### M1 wires, run 1

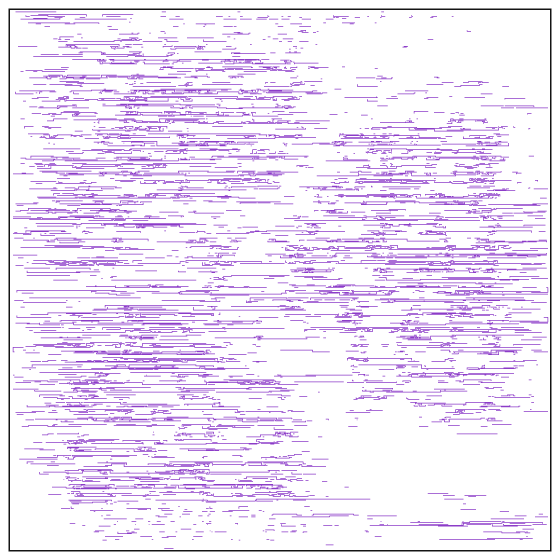
### Sequential cells colored by netlist name, run 1

Other sequential cells in the stronger gray, the rest of the logic in the fainter gray.
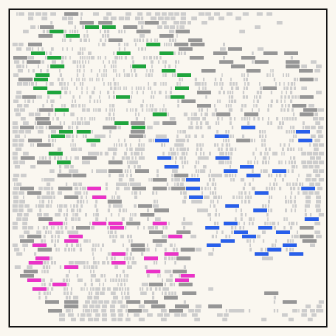
### Signal wires on met2, run 1

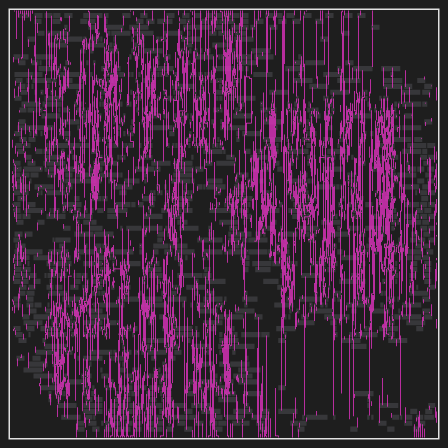
==> config.mk <==
export PLATFORM = sky130hd
export DESIGN_NAME = rv32im_mau
export DESIGN_NICKNAME = d
export VERILOG_FILES = /design/src/rtl/rv32im_mau.sv
export SDC_FILE = /design/constraint.sdc
export NUM_CORES = 1
export LEC_CHECK = 0
export ABC_AREA = 1
export ABC_CLOCK_PERIOD_IN_PS = 1890
export CAP_MARGIN = 20
export CORE_UTILIZATION = 28
export CTS_BUF_LIST = sky130_fd_sc_hd__clkbuf_2
export DETAILED_ROUTE_END_ITERATION = 7
export HOLD_SLACK_MARGIN = 0.08
export PLACE_DENSITY_LB_ADDON = 0.1
export SLEW_MARGIN = 20
export SYNTH_ARGS = -nofsm -noshare
export SYNTH_HDL_FRONTEND = slang
export SYNTH_SLANG_ARGS = --single-unit
==> constraint.sdc <==
create_clock -name clk -period 1.89 [get_ports clk]
set_input_delay 0.2835 -clock clk [delete_from_list [all_inputs] [get_ports clk]]
set_output_delay 0.2835 -clock clk [all_outputs]
set_load 0.05 [all_outputs]
==> impl_results.html, run 1 <==
<p>Metrics extracted from the flow reports.</p>
<table>
<tr><th>Metric</th><th>Value</th></tr>
<tr><th colspan="2">Final timing</th></tr>
<tr><td>Count of final setup violators</td><td>1</td></tr>
<tr><td>Maximum achievable frequency</td><td>0.5142 GHz</td></tr>
<tr><td>Number of pins with negative max-slew slack in the final report</td><td>0</td></tr>
<tr><td>RSZ-0062 raised after global routing</td><td>yes</td></tr>
<tr><td>Worst setup margin</td><td>-54.74 ps</td></tr>
<tr><th colspan="2">Drt</th></tr>
<tr><td>DRT antenna net count</td><td>0</td></tr>
<tr><td>Average vias per placed instance</td><td>4.660</td></tr>
<tr><th colspan="2">Synth</th></tr>
<tr><td>AND-OR/OR-AND share of the synthesized area</td><td>16.68%</td></tr>
<tr><td>Number of flops mapped to enable cells by yosys</td><td>0</td></tr>
<tr><td>Cell Area, Synth</td><td>between 10000 and 15000 sq um</td></tr>
<tr><td>Leading cell types by total area after synthesis</td><td>dfrtp_1 47%, nand2_1 14%, o21ai_0 9.5%</td></tr>
<tr><td>Area share of the largest cell type after synthesis</td><td>between 40% and 50%</td></tr>
<tr><td>Unique cell type count in the Yosys netlist</td><td>approximately 46</td></tr>
<tr><td>Most frequent cells after synthesis</td><td>410 x nand2_1, 202 x o21ai_0, 200 x dfrtp_1</td></tr>
<tr><td>Yosys simple share</td><td>about a quarter</td></tr>
<tr><td>Warnings from Yosys</td><td>0</td></tr>
<tr><td>Post-Syn Instances</td><td>about 1400</td></tr>
<tr><td>Syn_area_per_cell</td><td>between 7 and 8 sq um</td></tr>
<tr><td>Share of synthesized area occupied by flip-flops and latches</td><td>47.26%</td></tr>
<tr><th colspan="2">Critical path</th></tr>
<tr><td>Top delay family on crit path</td><td>flip-flops</td></tr>
<tr><td>Depth of the worst register-to-register path</td><td>6</td></tr>
<tr><td>Setup CP Type</td><td>reg2out</td></tr>
<tr><th colspan="2">CTS</th></tr>
<tr><td>Clk root buf</td><td>clkbuf_2</td></tr>
<tr><td>Deepest clock path buffer count</td><td>3</td></tr>
<tr><td>Clock-pin slew on the worst setup and hold paths</td><td>approximately 100 ps</td></tr>
<tr><td>CTS tree</td><td>built</td></tr>
<tr><td>Clock sinks</td><td>201</td></tr>
<tr><th colspan="2">Pwr</th></tr>
<tr><td>Pwr Density</td><td>1333 nW/um^2</td></tr>
<tr><td>Internal</td><td>~11 mW</td></tr>
<tr><td>Leakage power</td><td>about 7.4 nW</td></tr>
<tr><td>Net Sw Power</td><td>between 9 and 10 mW</td></tr>
<tr><td>Share of power burned in combinational logic</td><td>between 50% and 60%</td></tr>
<tr><th colspan="2">Run status</th></tr>
<tr><td>Failing checks</td><td>setup timing</td></tr>
<tr><td>Run status</td><td>complete, but fails checks</td></tr>
<tr><th colspan="2">Placed design</th></tr>
<tr><td>Port bufs</td><td>about 200</td></tr>
<tr><th colspan="2">Die</th></tr>
<tr><td>Die span in y</td><td>slightly below 200 um</td></tr>
<tr><th colspan="2">GRT</th></tr>
<tr><td>Final global-route overflow total</td><td>0</td></tr>
</table>
-- 'M1 wires' (at the start) --
nets with wire on the layer = 1691
longest straight run = 54.3 um
main direction = horizontal
share of all routed wire = 45%
wire length on this layer = 17700 um
global-route track usage on met1: 27.21%
via total after detailed routing: 10848
drt total wl: 39.23 mm

-- 'Sequential cells colored by netlist name' (at the start) --
`addr_w_q` -> green  # placed flops 30
`whi_q` -> magenta  # placed flops 24
`lo_q` -> blue  # placed flops 32
not colored = 115
area used by sequential logic in the layout: 5032 sq um
proportion of cell area occupied by registers: 32.57%
Layout Utilization: 41.12%
sequential group power: 6.89 mW

-- 'Signal wires on met2' (at the start) --
nets with wire on the layer = 1489
longest straight run = 81.8 um
share of all routed wire = 47%
wire length on this layer = 18500 um
GR Layer Usage met2: 33.70%

## run 1: cell usage in the layout, fill, tap and decap left out, drive strengths merged
cell	n
o21ai	218
o22ai	26
a21o	1
o211ai	13
diode	2
dlygate4sd3	105
buf	186
dfstp	1
inv	131
clkinv	20
and2	2
fa	1
dfrtp	200
o221ai	1
nor2	91
nand2	413
nand4	10
o21bai	1
a31oi	1
ha	3
nor3	3
clkbuf	85
a22o	1
nand3b	1
nand3	125
a211oi	8
xnor2	1
a21oi	53
xor2	6
clkinvlp	1
mux2	4
clkdlybuf4s50	100
conb	2
o31ai	1
## run 1: stage by stage
| stage | total power, mW | std cells | cell area, sq um | hold slack (ps) |
|---|---|---|---|---|
| after floorplan | 13.37 | 1398 | 10650 | -12.09 |
| after global placement | 17.02 | 2118 | 13680 | 256.8 |
| after detailed placement | 17.05 | 2118 | 13680 | 257.3 |
| after CTS | 20.88 | 2325 | 15420 | 85.53 |
| after global routing | 22.25 | 2328 | 15450 | 186.0 |
| final | 20.60 | 2328 | 15450 | 224.4 |
## run 1: cell type report
type                       instances  area (sq um)
fill                            3930         22130
tap                              511         639.4
clock buffer                      84         420.4
timing repair buffer             392          4049
clock inverter                    17         68.82
multi-input combinational        986          4720
antenna                            2         5.005
inverter                         135         516.7
sequential                       201          5032
## run 1: kinds of logic after synthesis
family          after synthesis
simple gates                645
compound gates              324
buf+inv                     211
flops                       201
xor+xnor                      7
fa+ha+maj                     4
mux                           4
other cells                   1
## run 1: power groups by stage
stage	Sequential [mW]	Clock, mW	Combinational (mW)
after floorplan	8.42	0	4.95
after global placement	6.91	0	10.1
after detailed placement	6.89	0	10.2
after CTS	6.93	3.38	10.6
after global routing	7.09	3.59	11.6
final	6.89	3.17	10.5
## run 1: timing repair
item | CTS | global route
gates cloned | 0 | 0
endpoints found under the setup margin | 103 | 78
gates resized | 569 | 6
buffers inserted | 0 | 2
endpoints found under the hold margin | 363 | 0
hold buffers | 106 | 0
## run 1: metal layers
| layer | track usage, % | wire (um) | vias to the layer above |
|---|---|---|---|
| met5 | 0 | 0 | - |
| met4 | 8.441 | 1141 | 0 |
| met3 | 3.474 | 1942 | 71 |
| met2 | 33.70 | 18460 | 310 |
| met1 | 27.21 | 17690 | 5113 |
| li1 | - | - | 5354 |
==> inputs of run 2 (changes only) <==
SLEW_MARGIN = default   (was 20)
### Signal wires on met2, run 2

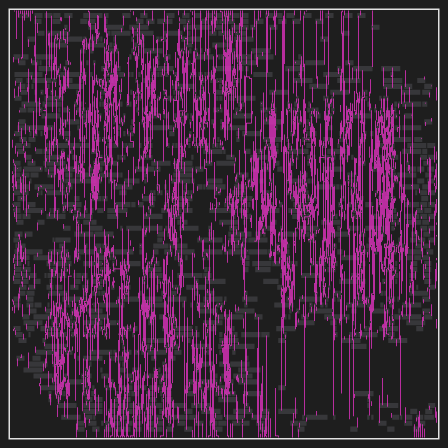
nets with wire on the layer = 1489
wire length on this layer = 18500 um
share of all routed wire = 47%
main direction = vertical
longest straight run = 81.8 um

### Cell placement, run 2

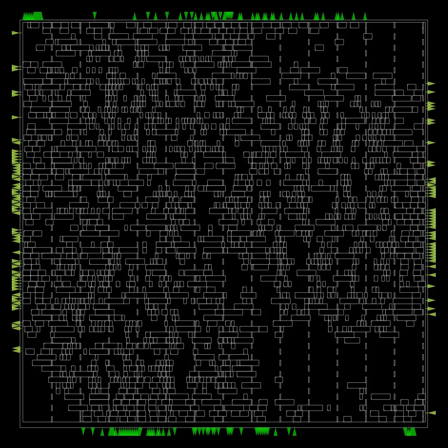
number of tap cells inserted: 511
Core Region: 37580 sq um

==> impl_results.html, run 2 <==
<p>Metrics extracted from the flow reports.</p>
<table>
<tr><th>Metric</th><th>Value</th></tr>
<tr><th colspan="2">Synth</th></tr>
<tr><td>Leading cell types by total area after synthesis</td><td>dfrtp_1 47%, nand2_1 14%, o21ai_0 9.5%</td></tr>
<tr><td>Area share of the largest cell type after synthesis</td><td>47.01%</td></tr>
<tr><td>Syn_area_per_cell</td><td>about 7.6 sq um</td></tr>
<tr><td>Most frequent cells after synthesis</td><td>410 x nand2_1, 202 x o21ai_0, 200 x dfrtp_1</td></tr>
<tr><td>Cell Area, Synth</td><td>~11000 sq um</td></tr>
<tr><th colspan="2">Final timing</th></tr>
<tr><td>Count of final setup violators</td><td>1</td></tr>
<tr><td>Worst setup margin</td><td>-54.74 ps</td></tr>
<tr><td>Number of pins with negative max-slew slack in the final report</td><td>0</td></tr>
<tr><td>RSZ-0062 raised after global routing</td><td>yes</td></tr>
<tr><td>Maximum achievable frequency</td><td>roughly 0.51 GHz</td></tr>
<tr><th colspan="2">CTS</th></tr>
<tr><td>Clock sinks</td><td>about 200</td></tr>
<tr><td>Clock-pin slew on the worst setup and hold paths</td><td>around 100 ps</td></tr>
<tr><td>Deepest clock path buffer count</td><td>3</td></tr>
<tr><td>CTS tree</td><td>built</td></tr>
<tr><th colspan="2">Final layout</th></tr>
<tr><td>Top Layout Cells</td><td>410 x nand2_1, 199 x o21ai_0, 199 x dfrtp_1</td></tr>
<tr><td>Post-layout instance area</td><td>15450 sq um</td></tr>
<tr><th colspan="2">Critical path</th></tr>
<tr><td>Setup CP Type</td><td>reg2out</td></tr>
<tr><td>Depth of the worst register-to-register path</td><td>6</td></tr>
<tr><th colspan="2">Run status</th></tr>
<tr><td>Run status</td><td>complete, but fails checks</td></tr>
<tr><td>Failing checks</td><td>setup timing</td></tr>
<tr><th colspan="2">Pwr</th></tr>
<tr><td>Share of power burned in combinational logic</td><td>between 50% and 60%</td></tr>
<tr><td>Internal</td><td>~11 mW</td></tr>
<tr><th colspan="2">Die</th></tr>
<tr><td>Die span in y</td><td>slightly below 200 um</td></tr>
<tr><th colspan="2">Drt</th></tr>
<tr><td>Average vias per placed instance</td><td>4.660</td></tr>
<tr><td>Drt total wl</td><td>39.23 mm</td></tr>
<tr><td>DRT antenna net count</td><td>0</td></tr>
<tr><th colspan="2">GRT</th></tr>
<tr><td>Final global-route overflow total</td><td>0</td></tr>
<tr><th colspan="2">Placed design</th></tr>
<tr><td>Port bufs</td><td>about 200</td></tr>
</table>
==> run 2: cell counts after synthesis <==
Identical to the previous run, type by type.
==> run 2: per-layer routing <==
layer / up-vias / share of wire [%] / GRT usage, %
met5: - / 0 / 0
li1: 5354 / - / -
met3: 71 / 5.0 / 3.474
met2: 310 / 47 / 33.70
met1: 5113 / 45 / 27.21
met4: 0 / 2.9 / 8.441
==> run 2: cell type report <==
type	count	area, sq um
clock inverters	17	68.82
repair buffers	392	4049
flip-flops and latches	201	5032
fillers	3930	22130
well taps	511	639.4
multi-input cells	986	4720
inverters	135	516.7
diodes	2	5.005
clock buffers	84	420.4
==> run 2: cell families (layout without fill, tap and decap cells) <==
group	after synthesis	in the layout	synth area share, %
adders and majority gates	4	4	0.5406
DFF	201	201	47.26
AOI/OAI and AO/OA	324	324	16.68
xor gates and xnor gates	7	7	0.5759
buffers and inverters	211	628	8.544
other	1	4	0.03522
and+or+nand+nor	645	645	25.95
muxes	4	4	0.4231
==> run 2: stage by stage <==
step	cells	hold slack [ps]	utilization (%)	total power [mW]
detailed placement	2118	257.3	36.40	17.05
global placement	2118	256.8	36.40	17.02
finish	2328	224.4	41.12	20.60
CTS	2325	85.53	41.05	20.88
floorplan	1398	-12.09	-	13.37
global route	2328	186.0	41.12	22.25
==> run 2: power by group through the flow <==
stage | combinational, mW | clock (mW) | sequential (mW)
after floorplan | 4.95 | 0 | 8.42
after global placement | 10.1 | 0 | 6.91
after detailed placement | 10.2 | 0 | 6.89
after CTS | 10.6 | 3.38 | 6.93
after global routing | 11.6 | 3.59 | 7.09
final | 10.5 | 3.17 | 6.89
==> run 2: repair_timing <==
item | 4_1_cts | 5_1_grt
hold buffers | 106 | 0
setup endpoints to repair | 103 | 78
hold endpoints to repair | 363 | 0
resized | 569 | 6
setup buffers | 0 | 2
No activity file was given, so power comes from the tool's default toggle rates.
